Figure 1. Clock routing.
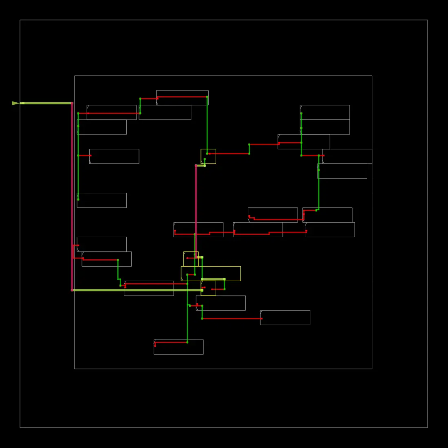
Figure 2. Sequential cells coloured by netlist name.
Scale bar: 20 um. Other sequential cells in the stronger grey, the rest of the logic in the fainter grey.
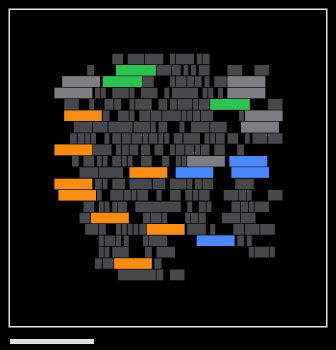
Figure 3. Close-up of the layout.
Scale bar: 20 um. Region (13, 26) to (63, 76) um. Cells in grey, sequential cells in the stronger grey; small squares are vias.
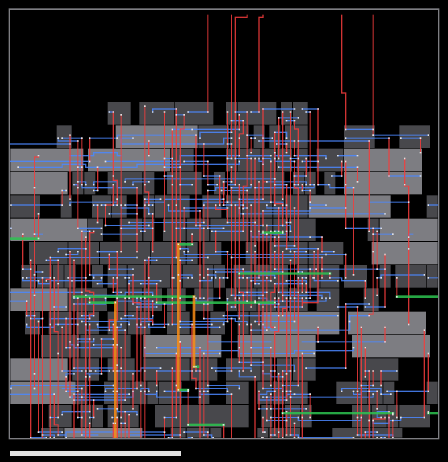
Design awmc_prog_ctrl_flat, sky130hd; sources not shown.
==> CHANGELOG.md <==
## Implementation

- Status: finished with violations
- Violated checks: negative setup slack
- Remaining global-route overflow: 0
- CP max stage cell: dfstp_2
- Critical path class: reg -> reg
- Fp util: 46.4%
- Setup violators final: 8
- TritonRoute pass-1 iters: 4
- Simple share: 36.5%
- Net Count, Synth: 188
- R2R Setup Slk: -0.03 ns
- MUX share of area: 0%
- Post-DRT Antenna Nets: 0
- Total track usage: 11.3%
- Worst Slack Setup Final: -0.0275 ns
- Vias: 1315
- Relative slew slack: 45.6%
- Number of diodes: 0
- Max Clock Freq: 533 MHz
- Tightest Pin Transition: 0.815 ns
- First-pass GRT wire length: 5070 um
- Net count, final: 223
- Max Slew Vio Count: 0
- Hold Violations, Final: 0
Back to the opening pictures, Figure 1:
Flops: 22
Inserted Clock Buffers: 3
Clk. pwr: 377 uW

Back to the opening pictures, Figure 2:
Key: orange = u_core.cnt_q [sequential cells 8, where left middle]; green = u_core.bus.stage [sequential cells 3]; blue = u_core.bus.rinse_idx [sequential cells 4]
Another 7 sequential cells are not coloured.
fraction of area in registers: 29.3%
fin util: 62.9%
Seq group: 666 uW
combined flip-flop and latch cell area: 554 sq um

Back to the opening pictures, Figure 3:
Key: blue = M1; red = M2; green = M3; orange = M4
Most frequent: nand2_1 (26), dfrtp_1 (15), buf_4 (13). 163 logic cells have their middle in the window. Sequential cells in the window: 18.

[placed cells by master (no fill, tap or decap), types with 4 or more instances in the layout]
master / instances
nand2_1: 28
o21ai_1: 5
nor2_1: 14
buf_4: 13
nand2_2: 6
nor3b_2: 4
nor2_4: 4
nor2_2: 4
o21ai_0: 5
a21oi_1: 6
inv_1: 19
nand2_4: 5
inv_2: 8
clkdlybuf4s50_1: 13
ha_1: 4
nand3_1: 12
dfrtp_1: 19
[cell usage after synthesis, drive strengths merged]
master	n	area share [%]
o21ai	13	5.2
a22oi	1	0.54
a21boi	2	1.1
dfstp	3	5.7
o31ai	1	0.54
buf	1	0.81
nor4	1	0.45
nor2	22	6.8
a21oi	9	3.5
nand4	4	2.2
inv	30	8.4
nand2	39	13
or2	2	0.90
nand3b	2	1.1
dfrtp	19	34
ha	4	3.6
nor3b	5	3.1
nor3	6	3.0
nand3	15	5.8
[routing by layer]
metal | share of wire, % | global-route usage [%]
met4 | 2.4 | 4.54
met2 | 51 | 19.4
met5 | 0 | 0
met3 | 5.9 | 2.99
met1 | 40 | 13.2
[final cells by class]
cell class	count	area, sq um	share of cell area, %
Tap cell	33	41.3	2.19
Sequential cell	22	554	29.3
Buffer	1	15.0	0.795
Inverter	30	123	6.49
Clock inverter	1	30.0	1.59
Timing Repair Buffer	30	290	15.4
Clock buffer	3	22.5	1.19
Multi-Input combinational cell	126	813	43.0
[stage by stage]
step	power, uW	TNS [ns]	instance area, sq um
after global placement	1180	-0.446	1590
after floorplan	1050	0	1390
final	1690	-0.128	1890
after global routing	1810	-1.61	1890
after CTS	1570	-0.482	1650
after detailed placement	1200	-0.749	1590
[critical path: cells and delay by family (launching register included)]
kind / cells / cell delay (ns)
AND-OR/OR-AND: 1 / 0.14
buffers and inverters: 2 / 0.16
flip-flops: 1 / 0.64
AND/OR/NAND/NOR: 6 / 0.80
[cell families after synthesis]
kind of cell,after synthesis
and+or+nand+nor,96
AOI/OAI and AO/OA,26
adders and majority gates,4
DFF,22
buffers and inverters,31
[power by group]
| part | total, uW | internal, uW | switching (uW) |
|---|---|---|---|
| combinational | 646 | 269 | 376 |
| sequential | 666 | 581 | 85.5 |
| clock | 377 | 219 | 158 |
Power and IR drop assume default switching activity.
